`src/rtl/alu_pkg.sv`:
```
// alu_pkg: shared ALU_op encodings, issuer FSM state type and default width.
// Revision: 1.0
`default_nettype none

package alu_pkg;

  localparam int DEFAULT_WIDTH = 32;

  localparam logic [2:0] OP_AND = 3'b000;
  localparam logic [2:0] OP_OR  = 3'b001;
  localparam logic [2:0] OP_XOR = 3'b010;
  localparam logic [2:0] OP_NOR = 3'b011;
  localparam logic [2:0] OP_SLT = 3'b100;
  localparam logic [2:0] OP_ADD = 3'b101;
  localparam logic [2:0] OP_SUB = 3'b110;
  localparam logic [2:0] OP_MOD = 3'b111;

  typedef enum logic [1:0] {
    ST_IDLE     = 2'b00,
    ST_EXEC     = 2'b01,
    ST_MOD_WAIT = 2'b10,
    ST_RESP     = 2'b11
  } state_t;

endpackage

`default_nettype wire

```
`src/rtl/alu_op_issuer_if.sv`:
```
// alu_op_issuer_if: command, ALU and response signals of the ALU_op issuer.
// Revision: 1.0
`default_nettype none

interface alu_op_issuer_if
  import alu_pkg::*;
#(
  parameter int WIDTH = DEFAULT_WIDTH
);

  logic             cmd_valid;
  logic             cmd_ready;
  logic [2:0]       cmd_op;
  logic [WIDTH-1:0] cmd_a;
  logic [WIDTH-1:0] cmd_b;

  logic [2:0]       ALU_op;
  logic [WIDTH-1:0] alu_a;
  logic [WIDTH-1:0] alu_b;
  logic             alu_start;
  logic [WIDTH-1:0] alu_result;
  logic             mod_done;

  logic             rsp_valid;
  logic             rsp_ready;
  logic [WIDTH-1:0] rsp_result;
  logic             rsp_err;

  modport master (
    input  cmd_valid, cmd_op, cmd_a, cmd_b, alu_result, mod_done, rsp_ready,
    output cmd_ready, ALU_op, alu_a, alu_b, alu_start, rsp_valid, rsp_result, rsp_err
  );

  modport slave (
    output cmd_valid, cmd_op, cmd_a, cmd_b, alu_result, mod_done, rsp_ready,
    input  cmd_ready, ALU_op, alu_a, alu_b, alu_start, rsp_valid, rsp_result, rsp_err
  );

endinterface

`default_nettype wire

```
`src/rtl/alu_op_watchdog.sv`:
```
// alu_op_watchdog: MOD_WAIT cycle counter, flags expiry on the MAX_CYCLES-th waiting cycle.
// Revision: 1.0
`default_nettype none

module alu_op_watchdog #(
  parameter int MAX_CYCLES = 64
) (
  input  logic clk,
  input  logic reset_n,
  input  logic i_clr,
  input  logic i_en,
  output logic o_expired
);

  localparam int                 c_CNT_W = $clog2(MAX_CYCLES + 1);
  localparam logic [c_CNT_W-1:0] c_MAX   = c_CNT_W'(MAX_CYCLES);
  localparam logic [c_CNT_W-1:0] c_LAST  = c_CNT_W'(MAX_CYCLES - 1);

  logic [c_CNT_W-1:0] r_cnt;

  always_ff @(posedge clk or negedge reset_n) begin
    if (!reset_n) begin
      r_cnt <= '0;
    end else if (i_clr) begin
      r_cnt <= '0;
    end else if (i_en && (r_cnt != c_MAX)) begin
      r_cnt <= r_cnt + c_CNT_W'(1);
    end
  end

  // Expiry fires in the cycle whose increment would make the count reach the limit.
  assign o_expired = i_en && (r_cnt == c_LAST);

endmodule

`default_nettype wire

```
`src/rtl/alu_op_issuer.sv`:
```
// alu_op_issuer: single-outstanding command master for the 3-bit ALU_op interface.
// Optional MOD watchdog enabled by defining MOD_TIMEOUT_EN. Revision: 1.0
`default_nettype none

module alu_op_issuer
  import alu_pkg::*;
#(
  parameter int WIDTH          = DEFAULT_WIDTH,
  parameter int MOD_MAX_CYCLES = 64
) (
  input  logic            clk,
  input  logic            reset_n,
  alu_op_issuer_if.master bus
);

  state_t           r_state;
  logic             r_live;
  logic [2:0]       r_alu_op;
  logic [WIDTH-1:0] r_alu_a;
  logic [WIDTH-1:0] r_alu_b;
  logic             r_alu_start;
  logic             r_rsp_valid;
  logic [WIDTH-1:0] r_rsp_result;
  logic             r_rsp_err;

  logic w_cmd_ready;
  logic w_accept;
  logic w_mod_expired;

  generate
    if (MOD_MAX_CYCLES < 1) begin : g_bad_cfg
      $error("alu_op_issuer: MOD_MAX_CYCLES must be at least 1");
    end
  endgenerate

  // r_live keeps cmd_ready low until the first clock edge after reset release.
  assign w_cmd_ready = r_live && (r_state == ST_IDLE);
  assign w_accept    = bus.cmd_valid && w_cmd_ready;

`ifdef MOD_TIMEOUT_EN
  logic w_wd_clr;
  logic w_wd_en;

  assign w_wd_clr = w_accept && (bus.cmd_op == OP_MOD);
  assign w_wd_en  = (r_state == ST_MOD_WAIT) && !bus.mod_done;

  alu_op_watchdog #(
    .MAX_CYCLES (MOD_MAX_CYCLES)
  ) u_watchdog (
    .clk       (clk),
    .reset_n   (reset_n),
    .i_clr     (w_wd_clr),
    .i_en      (w_wd_en),
    .o_expired (w_mod_expired)
  );
`else
  assign w_mod_expired = 1'b0;
`endif

  always_ff @(posedge clk or negedge reset_n) begin
    if (!reset_n) begin
      r_state      <= ST_IDLE;
      r_live       <= 1'b0;
      r_alu_op     <= OP_AND;
      r_alu_a      <= '0;
      r_alu_b      <= '0;
      r_alu_start  <= 1'b0;
      r_rsp_valid  <= 1'b0;
      r_rsp_result <= '0;
      r_rsp_err    <= 1'b0;
    end else begin
      r_live      <= 1'b1;
      r_alu_start <= 1'b0;
      case (r_state)
        ST_IDLE: begin
          if (w_accept) begin
            r_alu_op <= bus.cmd_op;
            r_alu_a  <= bus.cmd_a;
            r_alu_b  <= bus.cmd_b;
            if (bus.cmd_op == OP_MOD) begin
              r_alu_start <= 1'b1;
              r_state     <= ST_MOD_WAIT;
            end else begin
              r_state <= ST_EXEC;
            end
          end
        end
        ST_EXEC: begin
          r_rsp_result <= bus.alu_result;
          r_rsp_err    <= 1'b0;
          r_rsp_valid  <= 1'b1;
          r_state      <= ST_RESP;
        end
        ST_MOD_WAIT: begin
          // A completion arriving with the limit takes priority over the timeout.
          if (bus.mod_done) begin
            r_rsp_result <= bus.alu_result;
            r_rsp_err    <= 1'b0;
            r_rsp_valid  <= 1'b1;
            r_state      <= ST_RESP;
          end else if (w_mod_expired) begin
            r_rsp_result <= '0;
            r_rsp_err    <= 1'b1;
            r_rsp_valid  <= 1'b1;
            r_state      <= ST_RESP;
          end
        end
        ST_RESP: begin
          if (bus.rsp_ready) begin
            r_rsp_valid <= 1'b0;
            r_rsp_err   <= 1'b0;
            r_state     <= ST_IDLE;
          end
        end
        default: r_state <= ST_IDLE;
      endcase
    end
  end

  assign bus.cmd_ready  = w_cmd_ready;
  assign bus.ALU_op     = r_alu_op;
  assign bus.alu_a      = r_alu_a;
  assign bus.alu_b      = r_alu_b;
  assign bus.alu_start  = r_alu_start;
  assign bus.rsp_valid  = r_rsp_valid;
  assign bus.rsp_result = r_rsp_result;
  assign bus.rsp_err    = r_rsp_err;

endmodule

`default_nettype wire

```
`src/flat_wrapper.sv`:
```
// flat-port wrapper written by rule: the top's interface ports become plain ports
module alu_op_issuer_flat import alu_pkg::*;
#(
  parameter int WIDTH          = DEFAULT_WIDTH,
  parameter int MOD_MAX_CYCLES = 64
)
  (clk, reset_n, bus_cmd_valid, bus_cmd_op, bus_cmd_a, bus_cmd_b, bus_alu_result, bus_mod_done, bus_rsp_ready, bus_cmd_ready, bus_ALU_op, bus_alu_a, bus_alu_b, bus_alu_start, bus_rsp_valid, bus_rsp_result, bus_rsp_err);
  alu_op_issuer_if #(.WIDTH(WIDTH)) bus_i ();
  input  logic clk;
  input  logic reset_n;
  input wire logic [$bits(bus_i.cmd_valid)-1:0] bus_cmd_valid;
  input wire logic [$bits(bus_i.cmd_op)-1:0] bus_cmd_op;
  input wire logic [$bits(bus_i.cmd_a)-1:0] bus_cmd_a;
  input wire logic [$bits(bus_i.cmd_b)-1:0] bus_cmd_b;
  input wire logic [$bits(bus_i.alu_result)-1:0] bus_alu_result;
  input wire logic [$bits(bus_i.mod_done)-1:0] bus_mod_done;
  input wire logic [$bits(bus_i.rsp_ready)-1:0] bus_rsp_ready;
  output wire logic [$bits(bus_i.cmd_ready)-1:0] bus_cmd_ready;
  output wire logic [$bits(bus_i.ALU_op)-1:0] bus_ALU_op;
  output wire logic [$bits(bus_i.alu_a)-1:0] bus_alu_a;
  output wire logic [$bits(bus_i.alu_b)-1:0] bus_alu_b;
  output wire logic [$bits(bus_i.alu_start)-1:0] bus_alu_start;
  output wire logic [$bits(bus_i.rsp_valid)-1:0] bus_rsp_valid;
  output wire logic [$bits(bus_i.rsp_result)-1:0] bus_rsp_result;
  output wire logic [$bits(bus_i.rsp_err)-1:0] bus_rsp_err;
  assign bus_i.cmd_valid = bus_cmd_valid;
  assign bus_i.cmd_op = bus_cmd_op;
  assign bus_i.cmd_a = bus_cmd_a;
  assign bus_i.cmd_b = bus_cmd_b;
  assign bus_i.alu_result = bus_alu_result;
  assign bus_i.mod_done = bus_mod_done;
  assign bus_i.rsp_ready = bus_rsp_ready;
  assign bus_cmd_ready = bus_i.cmd_ready;
  assign bus_ALU_op = bus_i.ALU_op;
  assign bus_alu_a = bus_i.alu_a;
  assign bus_alu_b = bus_i.alu_b;
  assign bus_alu_start = bus_i.alu_start;
  assign bus_rsp_valid = bus_i.rsp_valid;
  assign bus_rsp_result = bus_i.rsp_result;
  assign bus_rsp_err = bus_i.rsp_err;
  alu_op_issuer #(.WIDTH(WIDTH), .MOD_MAX_CYCLES(MOD_MAX_CYCLES)) u_core (.clk(clk), .reset_n(reset_n), .bus(bus_i));
endmodule
```
`config.mk`:
```
export PLATFORM = sky130hd
export DESIGN_NAME = alu_op_issuer_flat
export DESIGN_NICKNAME = d
export VERILOG_FILES = /design/src/rtl/alu_pkg.sv /design/src/rtl/alu_op_issuer_if.sv /design/src/rtl/alu_op_watchdog.sv /design/src/rtl/alu_op_issuer.sv /design/src/flat_wrapper.sv
export SDC_FILE = /design/constraint.sdc
export NUM_CORES = 1
export LEC_CHECK = 0
export ABC_CLOCK_PERIOD_IN_PS = 1600
export CAP_MARGIN = 10
export CORE_UTILIZATION = 36
export DETAILED_ROUTE_END_ITERATION = 8
export PLACE_DENSITY = 0.8
export SYNTH_ARGS = -nofsm -noshare
export SYNTH_HDL_FRONTEND = slang
export SYNTH_SLANG_ARGS = --single-unit
```
`constraint.sdc`:
```
create_clock -name clk -period 1.6 [get_ports clk]
set_clock_uncertainty 0.15 [all_clocks]
set_input_delay 0.32 -clock clk [delete_from_list [all_inputs] [get_ports clk]]
set_output_delay 0.32 -clock clk [all_outputs]
set_load 0.005 [all_outputs]
```
Local utilization:
Drawn at 3 px/µm. The die is cut into 11 by 11 equal tiles; dark blue is low, red is high, 0 to 100% covered.
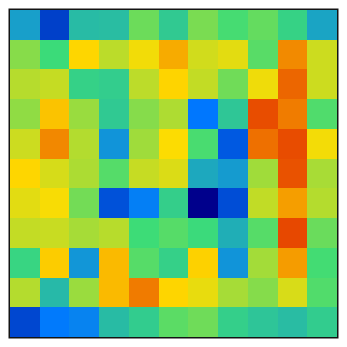
tiles over 75% full: 18%
mean over tiles: 58%
fullest tile: 92%
nearly empty tiles: 0.80%
Initial Utilization: 37.5%
end-of-flow core utilization: 64.3%
Core Footprint: 11000 µm²

Signal wires on met3:
Drawn at 4 px/µm.
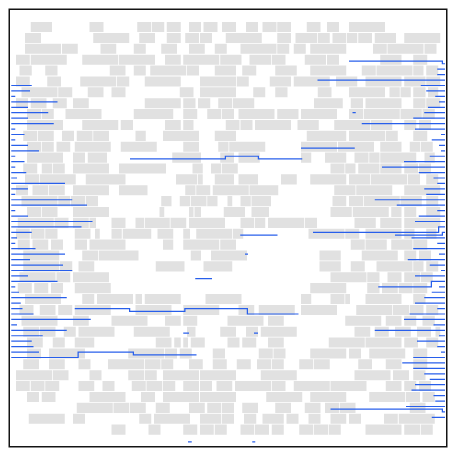
main direction: horizontal
longest straight run: 31.5 µm
share of all routed wire: 9.2%
nets with wire on the layer: 120
wire length on this layer: 982 µm

Nets reached from selected ports:
Drawn at 2 px/µm.
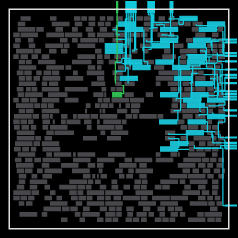
[cyan] `bus_rsp_result` | bits: 32 | direction: output | edge: 20 right, 12 top | end cells: 32 | buffers: 32 | wire: 959 µm
[green] `bus_mod_done` | bits: 1 | direction: input | edge: top | end cells: 1 | buffers: 1 | wire: 46.9 µm
I/O pin total: 207
number of port buffers: 205

==> run notes <==
This note records the results obtained with Yosys and OpenROAD.

Cells and area
The cell class ranked first by area is sequential cells. The layout sequential cell count is 104. The sequential portion of the cell area is 36.8%. The layout multi-input combinational cell count is 121. The area growth from synthesis to layout is 71.4%. The net count of the finished layout is 598. The share of final-layout standard cells stronger than drive strength 1 is 31.7%. In the final layout, the multi-input gates occupy 1490 µm². After the flow finishes, the layout carries non-filler instances totaling 635. The tally of clock buffers in the finished layout is 12.

Worst setup path
The worst setup slack for register-to-register paths is -0.15 ns. The timing report shows that the slowest cell on the worst path is sky130_fd_sc_hd__dfrtp_1. STA classifies the critical path endpoint as a flip-flop. The combined buffer and inverter count along the critical path is 2.

The critical path endpoint is u_core.bus.rsp_result[0]$_DFFE_PN0P_. The length in cells of the worst reg-to-reg path is 6. Broken down by cell family, the worst path's largest delay share belongs to flip-flops.

The cell sequence reported for the critical path is inv_2, ha_4, nor2b_4, nand2b_4, buf_16, mux2_4. The data arrival time of the critical path is 1.82 ns. Per STA, the highest per-stage delay on the worst path measures 0.40 ns.

Max fanout on the critical path was recorded as 15.

Clock network
TritonCTS created 9 clock buffers. CTS saw 104 sinks. The number of hold buffers added after CTS was 1.

Pwr
The internal power of the cells totals 0.00951 W. Looking at the power breakdown, sequential logic takes 34.5% of the total. The clock share of power is 15.7%. The power per cell area is 1890 nW/µm². The peak ir drop on the vdd network is 1300 µV. Looking at the power breakdown, combinational cells take 49.8% of the total. The script extracted a total leakage power of 3.35 nW.

STA
Setup repair after global routing could not meet its margin everywhere. The final critical path time including I/O delays and setup is 1.75 ns. The number of slew-limit violations in the final report is 0. The setup TNS is -12.13 ns. The setup slack of the critical path after layout is -0.149 ns. The final-report setup violation count is 102.

Drt
The number of nets with antenna violations after detailed routing is 0. Routed signal wires occupy layers up through met5. The final route contains 2926 vias. TritonRoute output was used to compute an average wire per cell of 16.9 µm. The wire length on met2 is 5570 µm. The number of remaining DRC errors is 0. After the first detailed-routing iteration, the DRC count stood at 77.

Yosys
In this run, synthesis inferred 0 flip-flops with an integrated enable. The cell-mix breakdown from Yosys lists the compound-gate area share as 0.790%. By count the netlist is led by 104 x sky130_fd_sc_hd__dfrtp_1, 51 x sky130_fd_sc_hd__mux2_2, 30 x sky130_fd_sc_hd__mux2_4, 19 x sky130_fd_sc_hd__mux2_1, 7 x sky130_fd_sc_hd__buf_6. The xor/xnor cell area share of the yosys netlist is 0%. The most used flip-flop cell is sky130_fd_sc_hd__dfrtp_1. After synthesis, the share of cell area in mux cells is 30.3%. The main area contributors are sky130_fd_sc_hd__dfrtp_1 63%, sky130_fd_sc_hd__mux2_2 14%, sky130_fd_sc_hd__mux2_4 11%, sky130_fd_sc_hd__mux2_1 5.2%, sky130_fd_sc_hd__buf_6 1.9%. The area recorded from the Yosys report for this design is 4120 µm². The tally of unique sky130hd cells used after synthesis is 23.

Place
The placed cell count is 587. The post-place instance area is 6430 µm². Summed over all nets, the half-perimeter wirelength after detailed placement is 7370 µm. The pre-CTS setup check shows a worst slack of -0.367 ns.

Floorplan
The height of the die is 109 µm. The horizontal die size is 109 µm. The number of rows created at floorplan is 38.

Run status
The run finished, with violations left. The final reports fail on negative setup slack.

Global routing
The global routing met1 resource utilization is 19.6%. The maximum number of pins on one net before global-route repair is 35. The number of antenna violations at the first check in global routing is 1. The global-route wire length before repair is 16200 µm. The global routing's busiest layer is met2.

Hold path
The classification of the worst-slack hold path is in -> async.

Flow run
The tool flagged a number of max-cap violations equal to 0.
No activity file was given, so power comes from the tool's default toggle rates.
